--- src/rtl/arb_pkg.sv ---
// Shared types and helpers for the round-robin arbiter.
// Holds the arbiter state encoding and the modulo-N index wrap used by the pick logic.
package arb_pkg;

    typedef enum logic {
        ARB_IDLE  = 1'b0,
        ARB_GRANT = 1'b1
    } arb_state_t;

    // Adds an offset below n to a base below n and wraps without a divider.
    function automatic int wrapAdd(input int base, input int off, input int n);
        int sum;
        sum = base + off;
        return (sum >= n) ? (sum - n) : sum;
    endfunction

endpackage

--- src/rtl/rr_pick.sv ---
// Combinational rotating priority pick.
// Finds the first set request bit at or after ptr, wrapping modulo N.
module rr_pick
    import arb_pkg::*;
#(
    parameter  int N  = 4,
    localparam int IW = $clog2(N)
) (
    input  logic [N-1:0]  req,
    input  logic [IW-1:0] ptr,
    output logic          found,
    output logic [IW-1:0] idx,
    output logic [N-1:0]  onehot
);

    // Scan from the farthest offset down so the closest hit to ptr is written last.
    always_comb begin
        found  = 1'b0;
        idx    = '0;
        onehot = '0;
        for (int k = N - 1; k >= 0; k--) begin
            if (req[wrapAdd(int'(ptr), k, N)]) begin
                found = 1'b1;
                idx   = IW'(wrapAdd(int'(ptr), k, N));
            end
        end
        if (found) begin
            onehot[idx] = 1'b1;
        end
    end

endmodule

--- src/rtl/rr_arbiter.sv ---
// Round-robin arbiter with multi-beat grants, abort on request drop,
// and back-to-back re-arbitration on transfer completion.
module rr_arbiter
    import arb_pkg::*;
#(
    parameter  int N  = 4,
    localparam int IW = $clog2(N)
) (
    input  logic          clk,
    input  logic          rst,
    input  logic [N-1:0]  req,
    input  logic          req_last,
    input  logic          grant_ready,
    output logic          grant_valid,
    output logic [N-1:0]  grant,
    output logic [IW-1:0] grant_idx
);

    arb_state_t    r_state;
    logic [IW-1:0] r_ptr;
    logic          r_grant_valid;
    logic [N-1:0]  r_grant;
    logic [IW-1:0] r_grant_idx;

    logic          w_complete;
    logic          w_abort;
    logic [IW-1:0] w_next_ptr;
    logic [IW-1:0] w_pick_ptr;
    logic          w_found;
    logic [IW-1:0] w_pick_idx;
    logic [N-1:0]  w_pick_onehot;

    assign w_complete = r_grant_valid & grant_ready & req_last;
    assign w_abort    = ~req[r_grant_idx] & ~w_complete;
    assign w_next_ptr = (r_grant_idx == IW'(N - 1)) ? '0 : (r_grant_idx + IW'(1));

    // While granting, the only re-pick happens on completion, which rotates past the current owner.
    assign w_pick_ptr = (r_state == ARB_GRANT) ? w_next_ptr : r_ptr;

    rr_pick #(.N(N)) u_pick (
        .req    (req),
        .ptr    (w_pick_ptr),
        .found  (w_found),
        .idx    (w_pick_idx),
        .onehot (w_pick_onehot)
    );

    always_ff @(posedge clk or posedge rst) begin
        if (rst) begin
            r_state       <= ARB_IDLE;
            r_ptr         <= '0;
            r_grant_valid <= 1'b0;
            r_grant       <= '0;
            r_grant_idx   <= '0;
        end else begin
            case (r_state)
                ARB_IDLE: begin
                    if (w_found) begin
                        r_state       <= ARB_GRANT;
                        r_grant_valid <= 1'b1;
                        r_grant       <= w_pick_onehot;
                        r_grant_idx   <= w_pick_idx;
                    end
                end
                ARB_GRANT: begin
                    if (w_complete) begin
                        r_ptr <= w_next_ptr;
                        if (w_found) begin
                            r_grant     <= w_pick_onehot;
                            r_grant_idx <= w_pick_idx;
                        end else begin
                            r_state       <= ARB_IDLE;
                            r_grant_valid <= 1'b0;
                            r_grant       <= '0;
                            r_grant_idx   <= '0;
                        end
                    end else if (w_abort) begin
                        r_ptr         <= w_next_ptr;
                        r_state       <= ARB_IDLE;
                        r_grant_valid <= 1'b0;
                        r_grant       <= '0;
                        r_grant_idx   <= '0;
                    end
                end
                default: begin
                    r_state <= ARB_IDLE;
                end
            endcase
        end
    end

    assign grant_valid = r_grant_valid;
    assign grant       = r_grant;
    assign grant_idx   = r_grant_idx;

endmodule

--- config.mk ---
export PLATFORM = sky130hd
export DESIGN_NAME = rr_arbiter
export DESIGN_NICKNAME = d
export VERILOG_FILES = /design/src/rtl/arb_pkg.sv /design/src/rtl/rr_pick.sv /design/src/rtl/rr_arbiter.sv
export SDC_FILE = /design/constraint.sdc
export NUM_CORES = 1
export LEC_CHECK = 0
export ABC_AREA = 0
export CAP_MARGIN = 20
export CORE_MARGIN = 1.5
export CORE_UTILIZATION = 27
export DETAILED_ROUTE_END_ITERATION = 12
export SYNTH_ARGS = -nofsm -noshare
export SYNTH_HDL_FRONTEND = slang
export SYNTH_SLANG_ARGS = --single-unit
--- constraint.sdc ---
create_clock -name clk -period 2 [get_ports clk]
set_input_delay 0.3 -clock clk [delete_from_list [all_inputs] [get_ports clk]]
set_output_delay 0.3 -clock clk [all_outputs]
set_load 0.03 [all_outputs]
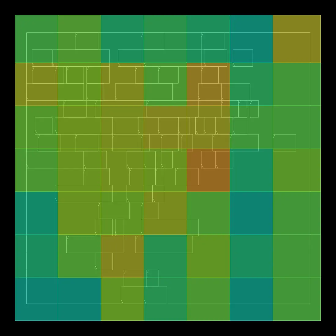
congestion.png
GRT Max-Usage Layer: met2
met2 usage: 19.8%
grt met3 use: 0.920%
GRT Util Overall: 12.1%

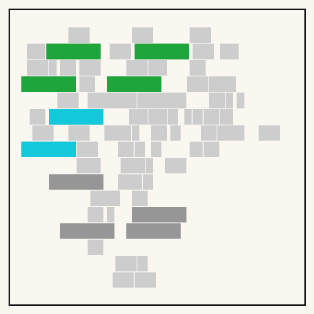
flops_by_reg.png
Scale: 6 px per um.
legend:
  grant_idx:
    color: cyan
    flops: 2
  grant:
    color: green
    flops: 4
not colored: 4
Util after Layout: 40.8%
Sequential Area: 250 um2
Seq. pwr: 0.000383 W

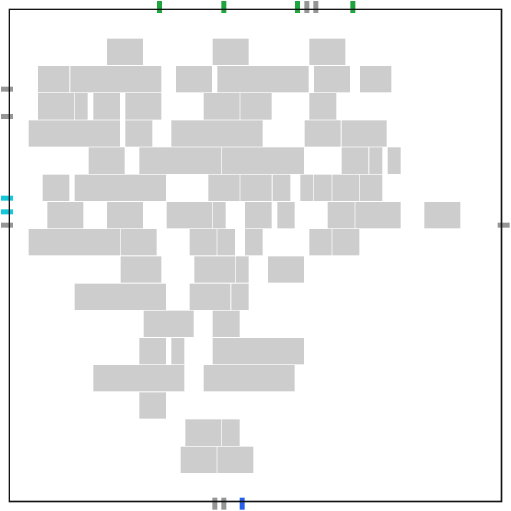
io_placement.png
Scale: 10 px per um. Pins as bars across the die edge, other pins in gray.
legend:
  grant_ready:
    color: blue
    pins: 1
    direction: input
    edge: bottom
  grant_idx:
    color: cyan
    pins: 2
    direction: output
    edge: left
  grant:
    color: green
    pins: 4
    direction: output
    edge: top
all pins by edge: 6 top, 5 left, 3 bottom, 1 right

==> out/metrics.cfg <==
[status]
status=complete, no violations

[worst_setup_path]
rr_worst_depth=6
crit_slowest_cell=dfrtp_1
rr_endpoint=grant[0]$_DFFE_PP0P_
crit-reg2reg-launch=grant_idx[0]$_DFFE_PP0P_
slowest_delay_ns=0.45
cp.buffers_inverters=0
critPathRequiredTime_ns=2.16
crit_path_end=grant[0]$_DFFE_PP0P_
startpoint=grant_idx[0]$_DFFE_PP0P_
cpLargestDelayFamily=AND-OR/OR-AND gates
reg2reg_slack_ns=0.14
critPathKind=register to register
crit_path_end_kind=register
cp.depth=6
path_cells=ha_1, mux2i_4, nor3b_2, a31oi_1, o2111ai_1, a32o_1
path_max_fanout=5
worstPathArrival_ns=2.02
crit_path_start_kind=register

[min_path]
hp-class=input port to async pin

[route]
routedWlPerCell_um=12.8
vias_per_cell=4.84
highest_layer=met4
met2WireLength_um=592
wl_met1_um=601
postRouteAntennaNets=0
wirelength_mm=1.25
drtIter0Drc=7
met3_length_um=28
vias=474
drc_errors=0
drtPass1Iterations=4

[synth]
ys_types=27
syn-num-nets=58
synth_seq_share_pct=43.7
synthArstFlopShare_pct=100
ys_chip_area_um2=573
edf_count=0
postSynthCellCount=49
syn_area_per_cell_um2=11.7
synthFlopType=dfrtp_1
ys_cells=49
synthesis.area_um2=573
synth_warnings=0
synth_flops=10

[final_layout]
nets=81
fillers=188
final_layout_size_suffix_gt1_share_pct=25.4
areaGrowthSynthToFinish_pct=41.3
antenna_cells=0

[floorplan]
die_h_um=49.1
chip_area_um2=2410
row_count=16
ioPinCount=15
coreArea_um2=1980
fp-utilization_pct=28.9
die_x_um=49.1

[clock_tree]
cts_max_path_buffers=2
post-cts-setup-buffers=0
cts.htree.levels=1
cts_root_buf=clkbuf_4
post_cts_resized=0
cts_buffers=3
cts_tree=built
cts_sinks=10
clk_pin_slew_worst_paths_ns=0.07
clk_latency_ns=0.27
hold_buffers=0

[final_timing]
holdWs_ns=0.293
setup_tns_ns=0
rsz0062_at_grt=false
tightest_slew_ns=0.429
fin_crit_ns=1.86
slew_viol_final=0
skew_ns=0.00498
setup_violations=0
fmax_mhz=538
finalHoldViolations=0
maxSlewHeadroom_pct=71.4
period_used_pct=92.9

[grt]
grt_pass1_wl_mm=2.26
grt_overflow=0
antenna_found_initial=0
grt_max_degree=11
grt_pass1_vias=521

[pwr]
vdd_drop_max_mv=0.819
p_per_area_nw_per_um2=1600
leakagePower_nw=0.350

[run]
warnings=26
drv_cap=0

[placed_design]
gp_congestion=0.750
portBuffers=14
hpwl_mm=1.01

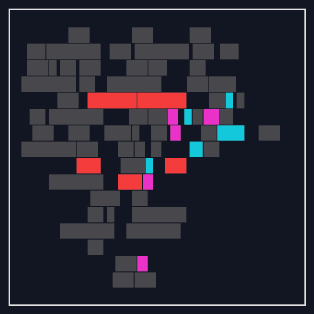
logic_types.png
Scale: 6 px per um.
legend:
  mux cells:
    color: red
    cells: 5
    where: middle
  nor cells:
    color: cyan
    cells: 5
  nand cells:
    color: magenta
    cells: 5
dominant logic cell type in the layout: clkdlybuf4s50_1
logic share of the area: 36.6%
Post-Layout Cell Count: 98

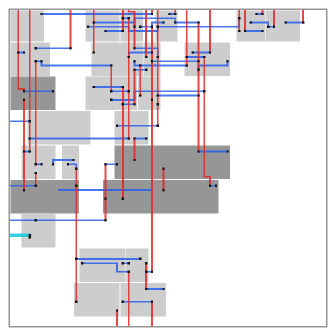
detail.png
Window x 12 to 37, y 2 to 27 um. Cells in gray, sequential cells in the stronger gray; small squares are vias.
legend:
  metal 1:
    color: blue
  metal 3:
    color: cyan
  metal 2:
    color: red
sequential cells in the window: 3
most frequent: clkdlybuf4s50_1 (4), dfrtp_1 (3)
cells with their middle in the window: 24

## kinds of logic after synthesis
kind of cell    Yosys count  synth area share (%)
compound gates           16                  23.1
buf+inv                   5                  4.58
flops                    10                  43.7
simple gates             12                  12.9
fa+ha+maj                 1                  2.18
mux                       5                  13.5
## metal layers
metal,track usage [%],vias to the layer above
met5,0,-
met4,5.71,0
met3,0.920,2
met2,19.8,8
met1,16.1,232
li1,-,232
## synthesized netlist by cell type (2+ instances only)
| cell | count | area share (%) |
|---|---|---|
| o21bai_1 | 2 | 2.6 |
| a22o_1 | 2 | 3.1 |
| mux2_2 | 2 | 3.9 |
| a32o_1 | 2 | 3.5 |
| nand3_1 | 4 | 3.5 |
| inv_1 | 4 | 2.6 |
| a21oi_1 | 2 | 1.7 |
| nor2_1 | 3 | 2.0 |
| dfrtp_1 | 10 | 44 |
## worst register-to-register path: cells and delay by family, from the launching register on
kind / cells / cell delay (ns)
flops: 1 / 0.45
mux: 1 / 0.22
fa+ha+maj: 1 / 0.37
simple gates: 1 / 0.08
compound gates: 3 / 0.64
## where the power goes
group / total (W) / internal [W] / switching, W
Clock: 0.000184 / 0.000111 / 0.0000729
Combinational: 0.000729 / 0.000356 / 0.000373
Sequential: 0.000383 / 0.000293 / 0.0000903
Total: 0.00130 / 0.000759 / 0.000536
## layout make-up
cell class	count	area [um2]	share of cell area (%)
multi-input combinational	34	297	36.6
timing repair buffer	19	178	21.9
tap	27	33.8	4.17
inverter	4	15.0	1.85
sequential	10	250	30.9
clock buffer	4	36.3	4.48
## sequential cells by signal (all words and copies together), names as in the netlist
| name | flops |
|---|---|
| r_state | 1 |
| r_ptr | 2 |
| grant_idx | 2 |
| grant_valid | 1 |
| grant | 4 |
## per-stage QoR
stage / cells / utilization, % / instance area, um2 / setup slack, ns / total power [W]
after floorplan: 49 / - / 573 / 0.184 / 0.000903
after global routing: 98 / 40.8 / 810 / 0.0679 / 0.00139
after CTS: 98 / 40.8 / 810 / 0.150 / 0.00131
final: 98 / 40.8 / 810 / 0.141 / 0.00130
after detailed placement: 94 / 39.0 / 773 / 0.0292 / 0.00112
after global placement: 94 / 39.0 / 773 / 0.0320 / 0.00111
## layout by cell type (no fill, tap or decap)
cell type        Yosys  layout
a21boi_2             1       1
a21o_1               1       1
a21oi_1              2       2
a22o_1               2       2
a22o_2               1       1
a31oi_1              1       1
a32o_1               2       2
and4_1               1       1
buf_4                0       5
clkbuf_4             0       3
clkbuf_8             0       1
clkdlybuf4s50_1      0      14
dfrtp_1             10      10
ha_1                 1       1
inv_1                4       4
mux2_2               2       2
mux2i_1              1       1
mux2i_4              1       1
mux4_2               1       1
nand3_1              4       4
nand3b_1             1       1
nor2_1               3       3
nor3b_2              1       1
nor4_1               1       1
o2111a_2             1       1
o2111ai_1            1       1
o21ai_0              1       1
o21ai_2              1       1
o21bai_1             2       2
or2b_1               1       1
Power is estimated from default activity; no workload was simulated.
